==> config.mk <==
export PLATFORM = sky130hd
export DESIGN_NAME = prach_cplane_dispatch
export DESIGN_NICKNAME = d
export VERILOG_FILES = /design/src/rtl/prach_cplane_dispatch.sv
export SDC_FILE = /design/constraint.sdc
export NUM_CORES = 1
export LEC_CHECK = 0
export CAP_MARGIN = 20
export CELL_PAD_IN_SITES_DETAIL_PLACEMENT = 0
export CELL_PAD_IN_SITES_GLOBAL_PLACEMENT = 1
export CORE_ASPECT_RATIO = 0.6
export CORE_MARGIN = 3
export CORE_UTILIZATION = 50
export DETAILED_ROUTE_END_ITERATION = 8
export PLACE_DENSITY = 0.87
export SETUP_SLACK_MARGIN = 0.05
export SLEW_MARGIN = 20
export SYNTH_ARGS = -nofsm -noshare
export SYNTH_HDL_FRONTEND = slang
export SYNTH_SLANG_ARGS = --single-unit
==> constraint.sdc <==
create_clock -name clk_eth_xran -period 5.1 [get_ports clk_eth_xran]
set_input_delay 1.02 -clock clk_eth_xran [delete_from_list [all_inputs] [get_ports clk_eth_xran]]
set_output_delay 1.02 -clock clk_eth_xran [all_outputs]
set_load 0.05 [all_outputs]
==> src/rtl/prach_cplane_dispatch.sv <==
`timescale 1ns/1ps
// prach_cplane_dispatch
// Queues parsed PRACH C-plane section descriptors, validates each one and
// fires a single-cycle strobe to the (cc, ant) channel it addresses. The shared
// header/time-offset/symbol bus is frozen for at least HOLD_CYCLES cycles after
// each strobe so the per-channel buffers can capture it across their crossing.
// Optional: define PRACH_CPLANE_STATS_EN to add issued/dropped counters.
module prach_cplane_dispatch #(
    parameter int          FIFO_DEPTH      = 4,
    parameter int          HOLD_CYCLES     = 8,
    parameter logic [19:0] MAX_TIME_OFFSET = 20'd30720
) (
    input  logic            clk_eth_xran,
    input  logic            rst_eth_xran_n,
    input  logic            s_valid,
    output logic            s_ready,
    input  logic [7:0]      s_eaxc_id,
    input  logic [119:0]    s_header,
    input  logic [19:0]     s_time_offset,
    input  logic [3:0]      s_num_symbol,
    output logic [2:0][7:0] c_valid,
    output logic [119:0]    c_header,
    output logic [19:0]     c_time_offset,
    output logic [3:0]      c_num_symbol,
    output logic            drop_pulse,
    output logic            busy
`ifdef PRACH_CPLANE_STATS_EN
    ,
    input  logic            stat_clear,
    output logic [31:0]     stat_issued,
    output logic [31:0]     stat_dropped
`endif
);

    localparam int AW  = (FIFO_DEPTH > 1) ? $clog2(FIFO_DEPTH) : 1;
    localparam int CW  = $clog2(FIFO_DEPTH + 1);
    localparam int CW1 = CW + 1;
    localparam int HW  = $clog2(HOLD_CYCLES);
    localparam int DW  = 8 + 120 + 20 + 4;

    typedef enum logic [1:0] {ST_IDLE, ST_CHECK, ST_ISSUE, ST_HOLD} state_t;

    state_t          state_reg;
    logic [DW-1:0]   fifo_mem [FIFO_DEPTH];
    logic [AW-1:0]   wr_ptr_reg;
    logic [AW-1:0]   rd_ptr_reg;
    logic [CW-1:0]   count_reg;
    logic            s_ready_reg;
    logic [DW-1:0]   w_desc_reg;
    logic [HW-1:0]   hold_cnt_reg;

    logic            push;
    logic            pop;
    logic [DW-1:0]   s_desc;
    logic [7:0]      w_eaxc;
    logic [119:0]    w_header;
    logic [19:0]     w_time_offset;
    logic [3:0]      w_num_symbol;
    logic            desc_ok;
    logic [2:0][7:0] strobe_sel;

    assign s_desc        = {s_eaxc_id, s_header, s_time_offset, s_num_symbol};
    assign push          = s_valid && s_ready_reg;
    assign pop           = (state_reg == ST_IDLE) && (count_reg != '0);
    assign s_ready       = s_ready_reg;
    assign busy          = (state_reg != ST_IDLE) || (count_reg != '0);

    assign w_eaxc        = w_desc_reg[151:144];
    assign w_header      = w_desc_reg[143:24];
    assign w_time_offset = w_desc_reg[23:4];
    assign w_num_symbol  = w_desc_reg[3:0];

    // Only 3 component carriers x 8 antennas exist downstream.
    assign desc_ok = (w_eaxc[7:4] <= 4'd2) && (w_eaxc[3:0] <= 4'd7) &&
                     (w_num_symbol != 4'd0) && (w_time_offset < MAX_TIME_OFFSET);

    // One-hot channel select decoded from the working descriptor's eAxC id.
    genvar gi, gj;
    generate
        for (gi = 0; gi < 3; gi++) begin : g_cc
            for (gj = 0; gj < 8; gj++) begin : g_ant
                assign strobe_sel[gi][gj] = (w_eaxc[7:4] == 4'(gi)) && (w_eaxc[3:0] == 4'(gj));
            end
        end
    endgenerate

    // Descriptor storage; contents need no reset since the count guards reads.
    always_ff @(posedge clk_eth_xran) begin
        if (push) begin
            fifo_mem[wr_ptr_reg] <= s_desc;
        end
    end

    // FIFO pointers and occupancy. s_ready is computed from the count before
    // any same-cycle pop, so a full FIFO stays stalled for one extra cycle.
    always_ff @(posedge clk_eth_xran or negedge rst_eth_xran_n) begin
        if (!rst_eth_xran_n) begin
            wr_ptr_reg  <= '0;
            rd_ptr_reg  <= '0;
            count_reg   <= '0;
            s_ready_reg <= 1'b0;
        end else begin
            if (push) begin
                wr_ptr_reg <= wr_ptr_reg + AW'(1);
            end
            if (pop) begin
                rd_ptr_reg <= rd_ptr_reg + AW'(1);
            end
            count_reg   <= count_reg + CW'(push) - CW'(pop);
            s_ready_reg <= (CW1'(count_reg) + CW1'(push)) < CW1'(FIFO_DEPTH);
        end
    end

    // Dispatch FSM with registered strobe, drop pulse and shared bus.
    // HOLD lasts HOLD_CYCLES-1 cycles; together with the strobe cycle the bus
    // is frozen HOLD_CYCLES cycles, and it only changes again at the next ISSUE.
    always_ff @(posedge clk_eth_xran or negedge rst_eth_xran_n) begin
        if (!rst_eth_xran_n) begin
            state_reg     <= ST_IDLE;
            w_desc_reg    <= '0;
            hold_cnt_reg  <= '0;
            c_valid       <= '0;
            c_header      <= '0;
            c_time_offset <= '0;
            c_num_symbol  <= '0;
            drop_pulse    <= 1'b0;
        end else begin
            c_valid    <= '0;
            drop_pulse <= 1'b0;
            case (state_reg)
                ST_IDLE: begin
                    if (pop) begin
                        w_desc_reg <= fifo_mem[rd_ptr_reg];
                        state_reg  <= ST_CHECK;
                    end
                end
                ST_CHECK: begin
                    if (desc_ok) begin
                        state_reg <= ST_ISSUE;
                    end else begin
                        drop_pulse <= 1'b1;
                        state_reg  <= ST_IDLE;
                    end
                end
                ST_ISSUE: begin
                    c_valid       <= strobe_sel;
                    c_header      <= w_header;
                    c_time_offset <= w_time_offset;
                    c_num_symbol  <= w_num_symbol;
                    hold_cnt_reg  <= HW'(HOLD_CYCLES - 1);
                    state_reg     <= ST_HOLD;
                end
                ST_HOLD: begin
                    if (hold_cnt_reg <= HW'(1)) begin
                        hold_cnt_reg <= '0;
                        state_reg    <= ST_IDLE;
                    end else begin
                        hold_cnt_reg <= hold_cnt_reg - HW'(1);
                    end
                end
                default: state_reg <= ST_IDLE;
            endcase
        end
    end

`ifdef PRACH_CPLANE_STATS_EN
    logic issue_evt;
    logic drop_evt;
    assign issue_evt = (state_reg == ST_ISSUE);
    assign drop_evt  = (state_reg == ST_CHECK) && !desc_ok;

    // Saturating issue/drop counters; a clear wins over a same-cycle event.
    always_ff @(posedge clk_eth_xran or negedge rst_eth_xran_n) begin
        if (!rst_eth_xran_n) begin
            stat_issued  <= '0;
            stat_dropped <= '0;
        end else if (stat_clear) begin
            stat_issued  <= '0;
            stat_dropped <= '0;
        end else begin
            if (issue_evt && (stat_issued != 32'hFFFF_FFFF)) begin
                stat_issued <= stat_issued + 32'd1;
            end
            if (drop_evt && (stat_dropped != 32'hFFFF_FFFF)) begin
                stat_dropped <= stat_dropped + 32'd1;
            end
        end
    end
`endif

endmodule

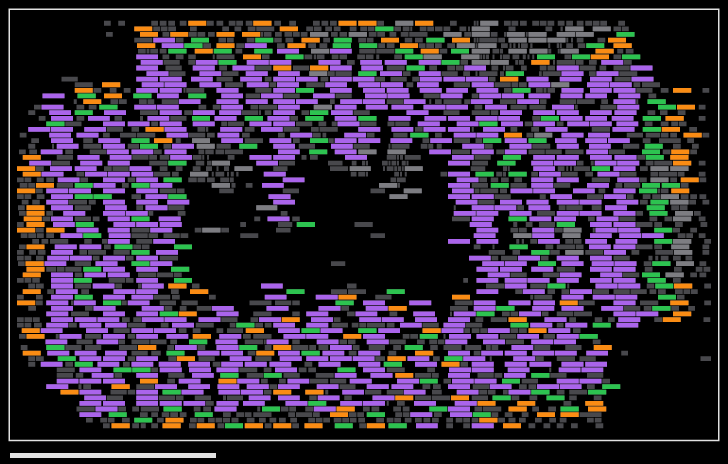
Fig. 1. Sequential cells colored by netlist name (run 1).
Bar = 100 um.
| signal | color | placed flops | where |
|---|---|---|---|
| c_header | orange | 120 | spread over the die |
| w_desc_reg | green | 152 | spread over the die |
| fifo_mem | purple | 608 | spread over the die |

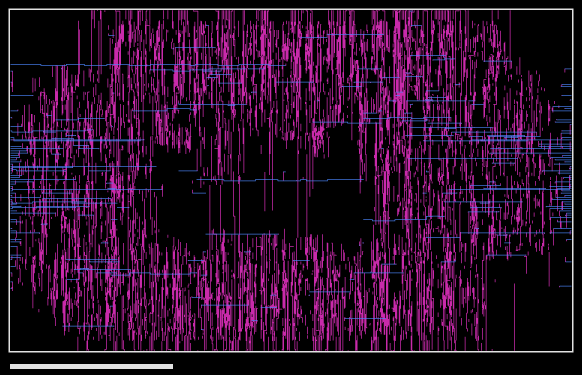
Fig. 2. Signal wires by layer (run 1).
Bar = 100 um. Two of the layers only.
| layer | color | wire length |
|---|---|---|
| M2 | magenta | 34.2 mm |
| M3 | blue | 3820 um |

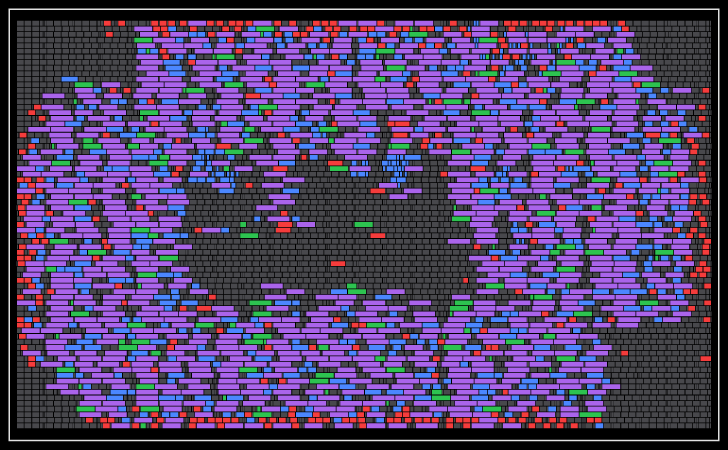
Fig. 3. Placement by cell class (run 1).
Fill, decap, tap and diode cells in gray.
| class | color | cells | share of their area |
|---|---|---|---|
| remaining logic cells | blue | 549 | 18% |
| clock drivers and dummy loads | green | 154 | 6.6% |
| remaining buffers and delay cells | red | 351 | 9.0% |
| registers | purple | 942 | 66% |

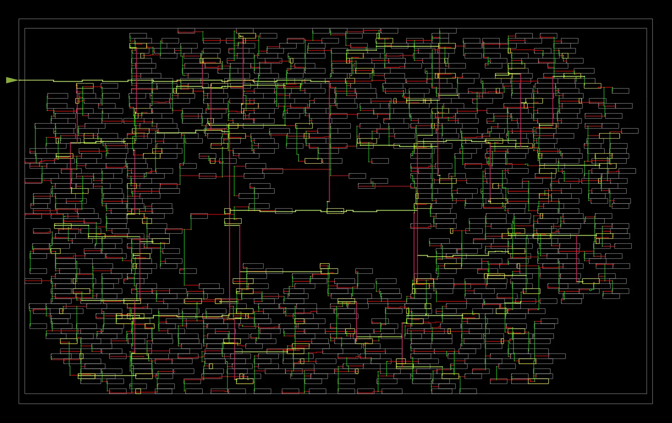
Fig. 4. Clock nets (run 1).
Clk. pwr: 6.08 mW
clock latency of the later-clocked register in the worst-skew pair: 0.63 ns
Clock Sinks: 942
worst clock skew: 0.0192 ns
clk_buf instances: 114

==> Slide: Implementation Results, run 1 <==
Run Summary

Status
  – Outcome: complete, no violations

Power and ir drop
  – Switching portion of total power: 31.5%
  – Net Sw Power: 7.86 mW
  – Static leakage: 15.0 nW
  – Sequential cell fraction of total power: 44.6%
  – Peak ir drop on the vdd network: 0.000510 V

Synth
  – Floorplan net count: 1726
  – Count of yosys warnings during synthesis: 0
  – Cell count after synthesis: 1562
  – Synthesized area per cell: 22.0 um^2
  – Synth top area cells: sky130_fd_sc_hd__edfxtp_1, sky130_fd_sc_hd__dfrtp_1, sky130_fd_sc_hd__mux4_2
  – Area fraction of the dominant cell type after synthesis: 53.1%
  – # Cells Yosys: 1562

Detailed routing
  – Length of the first detailed-routing pass in iterations: 5
  – Wire length on met2: 34200 um
  – DRT iter0 DRCs: 1159
  – DRT antenna net count: 0
  – Routed len/inst: 23.5 um
  – Vias per inst: 5.49
  – DRC: 0

STA
  – Setup tns final: 0 ns
  – Headroom to the max-slew limit: 35.1%
  – Minimum clock period after layout: 3.44 ns
  – Final-report hold violation count: 0

Die
  – Area of the core region: 67100 um^2
  – Die Span Y: 209 um

Flow run
  – Max_cap viols: 0
  – Count of tool warnings: 41

Worst setup path
  – Worst Setup Start Kind: register
  – Biggest fanout along the worst timing path: 5
  – CP required: 4.08 ns
  – Type of element capturing the critical path: primary output

Finish
  – Flip-flop and latch count: 942
  – Share of the final layout cell area in multi-input gates: 17.8%
  – Clock buf/inv share: 6.42%
  – Commonest cells after routing, fill and taps aside: sky130_fd_sc_hd__edfxtp_1, sky130_fd_sc_hd__dfrtp_1, sky130_fd_sc_hd__clkdlybuf4s50_1
  – Flip-flop and latch share of the layout cell area: 64.3%
  – Final Net Count: 2090

Clock tree
  – Clock transition at the registers of the reported paths: 0.07 ns
  – Total CTS buffers: 82
  – Clock tree buffer depth: 3
  – H-tree levels: 3
  – Library cell used as clock root buffer: sky130_fd_sc_hd__clkbuf_16

GRT
  – Global-route congestion overflow total: 0
  – GR met2 Demand/Resource: 31.9%

Place
  – Cell count after placement: 2742
==> run 1: cells by family after synthesis <==
kind of cell / count (synthesis) / synth area share (%)
XOR/XNOR: 4 / 0.102
flip-flops: 942 / 77.4
AND-OR/OR-AND: 13 / 0.258
buffers and inverters: 79 / 1.25
multiplexers: 449 / 19.7
adder cells (fa/ha/maj): 9 / 0.349
AND/OR/NAND/NOR: 66 / 0.921
==> run 1: power groups by stage <==
stage / clock network, mW / logic [mW] / registers (mW)
5_1_grt: 6.54 / 8.28 / 11.4
6_report: 6.08 / 7.76 / 11.2
3_3_place_gp: 0 / 7.69 / 11.2
4_1_cts: 6.22 / 7.91 / 11.2
3_5_place_dp: 0 / 7.86 / 11.3
2_1_floorplan: 0 / 4.20 / 12.5
==> run 1: worst max-delay path, cell delays in order, from the launching register on <==
cell and delay (ns):
sky130_fd_sc_hd__dfrtp_1 0.43, sky130_fd_sc_hd__nor3_2 0.42, sky130_fd_sc_hd__nand2_1 0.19, sky130_fd_sc_hd__clkdlybuf4s50_1 0.75
==> run 1: stage by stage <==
step | util, % | hold slack [ns]
after floorplan | - | 0.475
after global placement | 57.7 | 0.484
after detailed placement | 57.7 | 0.491
after CTS | 61.7 | 0.461
after global routing | 61.7 | 0.498
final | 61.7 | 0.464
==> run 1: final timing paths <==
path | slack [ns] | from | depth (start not counted) | end
worst min register to register | 0.49 | w_desc_reg[14] | 1 | c_time_offset[10]
worst max-delay path | 1.66 | count_reg[1] | 3 | busy
min in group clk_eth_xran | 0.49 | w_desc_reg[14] | 1 | c_time_offset[10]
worst max register to register | 2.68 | rd_ptr_reg[1] | 3 | w_desc_reg[59]
worst min-delay path | 0.46 | rst_eth_xran_n | 1 | c_header[110]
max in group asynchronous | 3.50 | rst_eth_xran_n | 2 | w_desc_reg[48]
## Run 2: what changed since run 1
--- a/config.mk
+++ b/config.mk
@@ -10,9 +10,9 @@
 export CELL_PAD_IN_SITES_GLOBAL_PLACEMENT = 1
 export CORE_ASPECT_RATIO = 0.6
 export CORE_MARGIN = 3
-export CORE_UTILIZATION = 50
+export CORE_UTILIZATION = 45
 export DETAILED_ROUTE_END_ITERATION = 8
-export PLACE_DENSITY = 0.87
+export PLACE_DENSITY = 0.83
 export SETUP_SLACK_MARGIN = 0.05
 export SLEW_MARGIN = 20
 export SYNTH_ARGS = -nofsm -noshare
==> constraint.sdc (replaced) <==
create_clock -name clk_eth_xran -period 2.9 [get_ports clk_eth_xran]
set_input_delay 0.58 -clock clk_eth_xran [delete_from_list [all_inputs] [get_ports clk_eth_xran]]
set_output_delay 0.58 -clock clk_eth_xran [all_outputs]
set_load 0.05 [all_outputs]
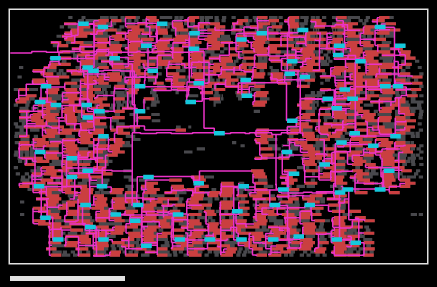
Fig. 5. Routed clock nets over the placement (run 2).
Bar = 100 um.
[flip-flops] red | count: 942
[clock-net drivers] cyan | count: 84
[clock wires] magenta | length: 10100 um
routed clock nets: 85
flops lie: spread over the die

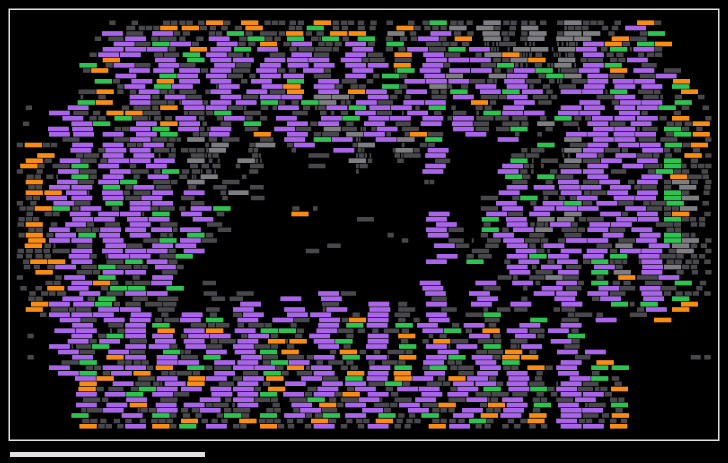
Fig. 6. Sequential cells colored by netlist name (run 2).
Bar = 100 um.
reported sequential group power: 19.5 mW
sequential cell area: 26600 um^2

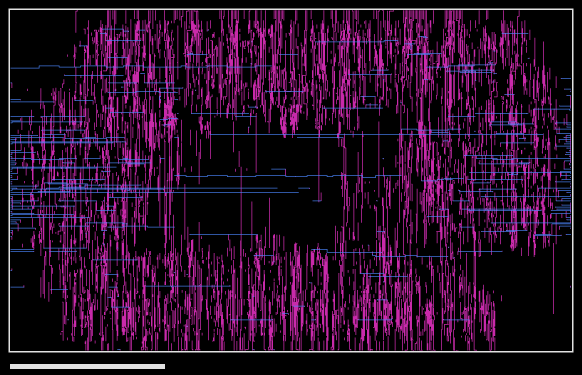
Fig. 7. Signal wires by layer (run 2).
Bar = 100 um. Two of the layers only.
| layer | color | wire length |
|---|---|---|
| M3 | blue | 4680 um |
| M2 | magenta | 34.8 mm |

==> run 2 against run 1 <==
Compared with the run above: worst setup slack got worse by 1.4 ns; register-to-register slack got worse by 2.1 ns; area after synthesis did not move; critical endpoint is now s_ready; clock skew decreased by 0.0019 ns; sequential cell count unchanged; highest routed layer unchanged; non-clock buffer count grew 44; die size increased by 11%; critical path depth fell by 2.
==> Slide: Implementation Results, run 2 <==
Run Summary

Die
  – Top Ports: 326
  – Die Span Y: 220 um (+5.3%)
  – Area of the core region: 74700 um^2 (+11%)

Synth
  – Count of yosys warnings during synthesis: 0 (unchanged)
  – Mux share: 19.7% (unchanged)
  – Area share of and/or/nand/nor cells after synthesis: 0.921% (unchanged)
  – Yosys synthesis chip area: 34400 um^2
  – Area fraction of the dominant cell type after synthesis: 53.1% (unchanged)
  – Area share of xor/xnor cells in the synthesized design: 0.102% (unchanged)
  – Library cells used by synthesis: 37
  – Adder-cell area share of the yosys netlist: 0.349% (unchanged)
  – Dominant combinational cell family by area after synthesis: multiplexers
  – Synth top area cells: sky130_fd_sc_hd__edfxtp_1, sky130_fd_sc_hd__dfrtp_1, sky130_fd_sc_hd__mux4_2
  – Synthesized area per cell: 22.0 um^2 (unchanged)
  – Post-Synth AOI/OAI Area: 0.258% (unchanged)
  – Floorplan net count: 1726 (unchanged)
  – Cell count after synthesis: 1562 (unchanged)

Worst setup path
  – Worst Setup Start Kind: register
  – Cell Chain, Critical Path: clkdlybuf4s50_1
  – Buf+Inv Stages, Crit Path: 1 (unchanged)
  – Slowest library cell on the worst path: sky130_fd_sc_hd__clkdlybuf4s50_1
  – Crit-path max cell delay: 0.95 ns (+0.20 ns)
  – Type of element capturing the critical path: primary output
  – Biggest fanout along the worst timing path: 7 (+2)
  – Family of cells with the greatest summed delay on the critical path: buffers and inverters

STA
  – F_max: 378 MHz
  – Headroom to the max-slew limit: 28.7% (-6.4 points)
  – Minimum clock period after layout: 2.65 ns
  – Setup tns final: 0 ns (unchanged)
  – Final-report hold violation count: 0 (unchanged)
  – Final Hold Slack: 0.499 ns (+0.0353 ns)
  – Worst clock skew: 0.0173 ns (-0.00192 ns)
  – RSZ-0062 raised after global routing: no

Clock tree
  – Clock Sinks: 942 (unchanged)
  – Clock transition at the registers of the reported paths: 0.07 ns (about the same)
  – Number of hold buffers added after CTS: 1
  – Number of buffers inserted to repair setup after CTS: 0
  – H-tree levels: 3 (unchanged)
  – Total CTS buffers: 84 (+2.4%)
  – Clock latency of the later-clocked register in the worst-skew pair: 0.64 ns (about the same)
  – Clock tree from TritonCTS: built
  – Clock tree buffer depth: 3 (unchanged)
  – Library cell used as clock root buffer: sky130_fd_sc_hd__clkbuf_16

GRT
  – Global-route congestion overflow total: 0 (unchanged)
  – Total global routing track utilization: 18.1%

Detailed routing
  – DRC: 0 (unchanged)
  – Length of the first detailed-routing pass in iterations: 5 (unchanged)
  – Wire length after detailed routing: 70800 um
  – Vias per inst: 5.37 (-2.1%)
  – Routed len/inst: 23.3 um (-0.62%)
  – DRT antenna net count: 0 (unchanged)

Power and ir drop
  – Logic power comb: 14.3 mW (+84%)
  – Largest Pwr Group: sequential cells
  – Peak ir drop on the vdd network: 0.00107 V (+110%)
  – Sequential cell fraction of total power: 43.6% (-1.0 points)
  – Power share of the clock group: 24.5%
  – Areal power density over the cells: 1060 nW/um^2
  – Net Sw Power: 14.1 mW (+79%)
  – Switching portion of total power: 31.5% (+0.054 points)
  – Clk. pwr: 11.0 mW (+81%)

Status
  – Outcome: complete, no violations

Finish
  – Commonest cells after routing, fill and taps aside: sky130_fd_sc_hd__edfxtp_1, sky130_fd_sc_hd__dfrtp_1, sky130_fd_sc_hd__clkdlybuf4s50_1
  – Post-route core utilization: 56.5% (-5.2 points)

Flow run
  – Count of tool warnings: 32 (-22%)
-- run 2: cell count changes in the layout (fill, tap and decap cells not counted), sizes merged --
cell | before | now
buf | 27 | 72
bufinv | 3 | 4
clkbuf | 114 | 116
clkdlybuf4s50 | 324 | 322
clkinv | 28 | 29
clkinvlp | 3 | 4
diode | 2 | 4
dlygate4sd3 | 0 | 1
inv | 14 | 13
-- run 2: per-layer routing --
metal  up-vias  wire length, um  global-route usage (%)
met2       422            34800                    29.2
li1       7039                -                       -
met4        24             1320                    4.88
met5         -              149                       0
met1      8693            29900                    24.5
met3       126             4680                    4.98
-- run 2: worst register-to-register path, delay by kind of cell, from the launching register on --
kind | cells | cell delay, ns
flip-flops | 1 | 0.51
multiplexers | 1 | 0.57
buffers and inverters | 1 | 0.78
AND/OR/NAND/NOR | 1 | 0.33
-- run 2: metrics by stage --
stage,area [um^2],setup WS [ns],cells
after global placement,39400,0.408,2872
final,42200,0.255,3035
after CTS,42200,0.230,3031
after floorplan,34400,-0.206,1562
after global routing,42200,0.151,3035
after detailed placement,39400,0.316,2872
-- run 2: worst paths after layout --
kind | start | to | slack, ns | cells past startpoint
hold reg to reg | w_desc_reg[89] | c_header[65] | 0.50 | 1
setup / recovery | s_ready | s_ready | 0.25 | 1
min in group asynchronous | rst_eth_xran_n | w_desc_reg[14] | 0.54 | 2
setup reg to reg | register | w_desc_reg[40] | 0.60 | 3
hold / removal | w_desc_reg[89] | c_header[65] | 0.50 | 1
max in group asynchronous | rst_eth_xran_n | w_desc_reg[118] | 1.50 | 3
-- run 2: final cells by class --
class                   count  share of cell area, %
clock inverters            42                  0.922
well taps                 987                   2.93
multi-input cells         541                   17.4
flip-flops and latches    942                   63.1
clock buffers             116                   5.60
repair buffers            395                   9.91
inverters                   8                 0.0712
diodes                      4                 0.0237
## Run 3: what changed since run 2
--- a/config.mk
+++ b/config.mk
@@ -10,8 +10,9 @@
 export CELL_PAD_IN_SITES_GLOBAL_PLACEMENT = 1
 export CORE_ASPECT_RATIO = 0.6
 export CORE_MARGIN = 3
-export CORE_UTILIZATION = 45
+export CORE_UTILIZATION = 50
 export DETAILED_ROUTE_END_ITERATION = 8
+export DONT_BUFFER_PORTS = 1
 export PLACE_DENSITY = 0.83
 export SETUP_SLACK_MARGIN = 0.05
 export SLEW_MARGIN = 20
==> run 3 against run 2 <==
Compared with the run above: the run now ends with negative hold slack left; non-clock buffer count shrank 260; global-route usage grew 1.1 points; clock skew about the same; critical path depth up 1; final cell count shrank 12%; first-iteration DRC count is 7.0% lower; sequential cell count stayed put; via count shrank 6.4%; largest cell class unchanged.
==> Slide: Implementation Results, run 3 <==
Run Summary

Status
  – Outcome: complete, but fails checks
  – Violations in the final reports: negative hold slack

Finish
  – Number of signal-net inverters in the final layout: 8 (unchanged)
  – Relative area of non-clock buffer cells in the final design: 3.86% (-6.1 points)
  – Commonest cells after routing, fill and taps aside: sky130_fd_sc_hd__edfxtp_1, sky130_fd_sc_hd__dfrtp_1, sky130_fd_sc_hd__mux2_2
  – Clock buf/inv share: 6.99% (+0.46 points)
  – #MultiIn Comb: 541 (unchanged)
  – Sequential cell area: 26600 um^2 (unchanged)
  – Biggest area consumer among cell classes: sequential cells
  – Flip-flop and latch count: 942 (unchanged)
  – Nonclk buf count: 135 (-66%)
  – Share of the final layout cell area in multi-input gates: 18.7% (+1.2 points)
  – Count of antenna diodes in the layout: 0 (-4)

STA
  – Worst path setup slack after routing: 0.432 ns (+0.177 ns)
  – F_max: 405 MHz (+7.2%)
  – Final Hold Slack: -0.331 ns (-0.830 ns)
  – RSZ-0062 raised after global routing: no
  – Minimum clock period after layout: 2.47 ns (-0.177 ns)
  – Headroom to the max-slew limit: 52.6% (+24 points)
  – Worst clock skew: 0.0175 ns (+0.000142 ns)
  – Final-report hold violation count: 334 (+334)

Die
  – Die Span Y: 209 um (-5.0%)
  – Number of tap cells added at floorplan: 900 (-8.8%)
  – Top Ports: 326 (unchanged)

Detailed routing
  – DRT antenna net count: 0 (unchanged)
  – Vias per inst: 5.70 (+6.1%)
  – Wire length after detailed routing: 67500 um (-4.8%)
  – DRC: 0 (unchanged)
  – Routed len/inst: 25.2 um (+8.0%)

Synth
  – Library cells used by synthesis: 37 (unchanged)
  – Area fraction of the dominant cell type after synthesis: 53.1% (unchanged)
  – Floorplan net count: 1726 (unchanged)
  – Cell count after synthesis: 1562 (unchanged)
  – Yosys synthesis chip area: 34400 um^2 (unchanged)
  – Count of yosys warnings during synthesis: 0 (unchanged)

Clock tree
  – Clock Sinks: 942 (unchanged)
  – Clock latency of the later-clocked register in the worst-skew pair: 0.62 ns (-0.02 ns)
  – Clock transition at the registers of the reported paths: 0.07 ns (about the same)
  – Library cell used as clock root buffer: sky130_fd_sc_hd__clkbuf_16
  – Clock tree from TritonCTS: built
  – Clock tree buffer depth: 3 (unchanged)
  – Number of buffers inserted to repair setup after CTS: 0 (unchanged)
  – H-tree levels: 3 (unchanged)

Flow run
  – Count of tool warnings: 34 (+6.3%)

Worst setup path
  – Critical register-to-register path endpoint: w_desc_reg[64]
  – Depth of the worst register-to-register path: 3 (unchanged)
  – Type of element capturing the critical path: primary output
  – CP required: 2.32 ns
  – Start of the worst register-to-register path: state_reg[0]
  – Setup slack on the worst flop-to-flop path: 0.81 ns (+0.21 ns)
  – Biggest fanout along the worst timing path: 11 (+4)
  – Category of the critical setup timing path: register to primary output
  – Launching instance or port of the critical path: state_reg[0]
  – Worst Setup Start Kind: register
  – Worst setup path endpoint: busy

GRT
  – Total global routing track utilization: 19.2% (+1.1 points)
  – Global-route congestion overflow total: 0 (unchanged)

Power and ir drop
  – Static leakage: 14.3 nW
  – Peak ir drop on the vdd network: 0.000720 V (-33%)
  – Areal power density over the cells: 1090 nW/um^2 (+2.3%)

Place
  – Worst slack, placed: 0.817 ns (+0.501 ns)
## run 3: cell counts after synthesis
No cell type changed its count.
## run 3: routing by layer
metal | vias up | wire length, um | global-route usage, %
met3 | 97 | 4520 | 5.41
met4 | 4 | 1190 | 4.73
met5 | - | 21 | 0
met1 | 8294 | 28500 | 26.5
met2 | 371 | 33200 | 30.7
li1 | 6490 | - | -
## run 3: critical path, cell delays in order (launching register included)
cell	delay, ns
sky130_fd_sc_hd__dfrtp_1	0.59
sky130_fd_sc_hd__nor2_1	0.12
sky130_fd_sc_hd__nand2_1	0.55
## run 3: worst min-delay path by stage
stage | to | slack (ns) | depth (start not counted)
finish | c_header[15] | -0.33 | 0
global route | c_header[15] | -0.39 | 0
CTS | c_time_offset[7] | -0.39 | 0
detailed placement | c_header[15] | 0.30 | 0
global placement | c_header[15] | 0.30 | 0
floorplan | asynchronous set/reset pin | 0.28 | 0
## run 3: logic make-up (layout without fill, tap and decap cells)
logic type | count (synthesis) | after routing | synth area share (%)
mux | 449 | 449 | 19.7
fa+ha+maj | 9 | 9 | 0.349
simple gates | 66 | 66 | 0.921
buf+inv | 79 | 293 | 1.25
compound gates | 13 | 13 | 0.258
flops | 942 | 942 | 77.4
xor+xnor | 4 | 4 | 0.102
## run 3: power breakdown
part | leakage [nW] | switching, mW | internal (mW)
Sequential | 9.80 | 4.69 | 17.7
Clock | 1.34 | 4.75 | 6.39
Combinational | 3.20 | 4.13 | 5.09
Total | 14.3 | 13.6 | 29.2
## run 3: metrics by stage
step	cells	area, um^2	TNS [ns]
floorplan	1562	34400	-125.44
global route	2676	39400	0
CTS	2668	39300	0
global placement	2418	35600	0
detailed placement	2418	35600	0
finish	2676	39400	0
## run 3: timing repair
action / CTS / global route
hold buffers: 100 / 8
resized: 0 / 0
hold endpoints to repair: 688 / 354
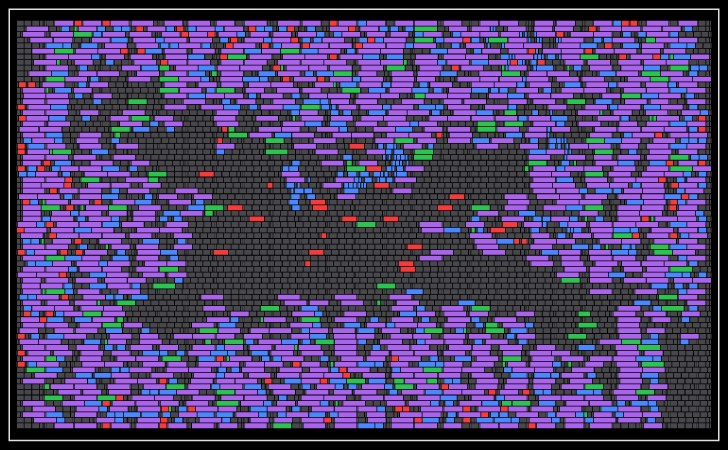
Fig. 8. Placement by cell class (run 3).
Fill, decap, tap and diode cells in gray.
total number of placement rows: 73
flip-flop and latch share of the layout cell area: 67.5%
post-route core utilization: 58.7%
area of the core region: 67100 um^2

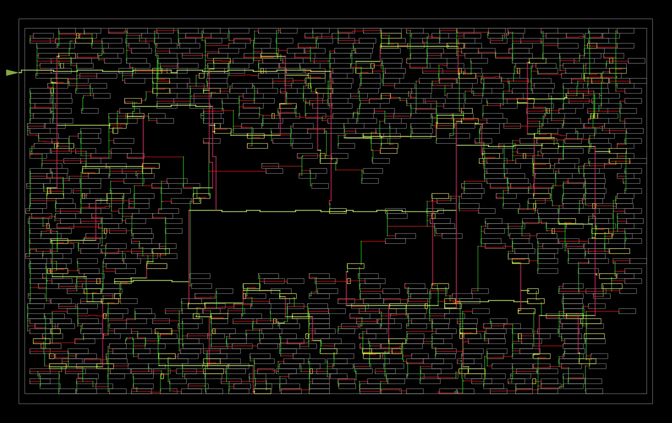
Fig. 9. Clock nets (run 3).
clk_buf instances: 116
total CTS buffers: 81

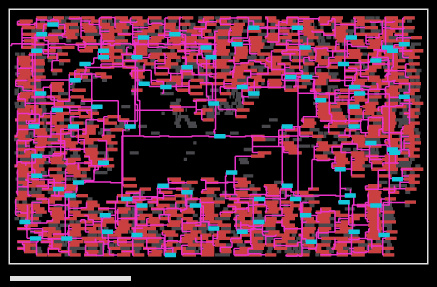
Fig. 10. Routed clock nets over the placement (run 3).
Bar = 100 um.
[clock wires] magenta | length: 10200 um
[flip-flops] red | count: 942
[clock-net drivers] cyan | count: 81
flops lie: spread over the die

Power figures rest on the tool's default switching activity, not on a simulated workload.
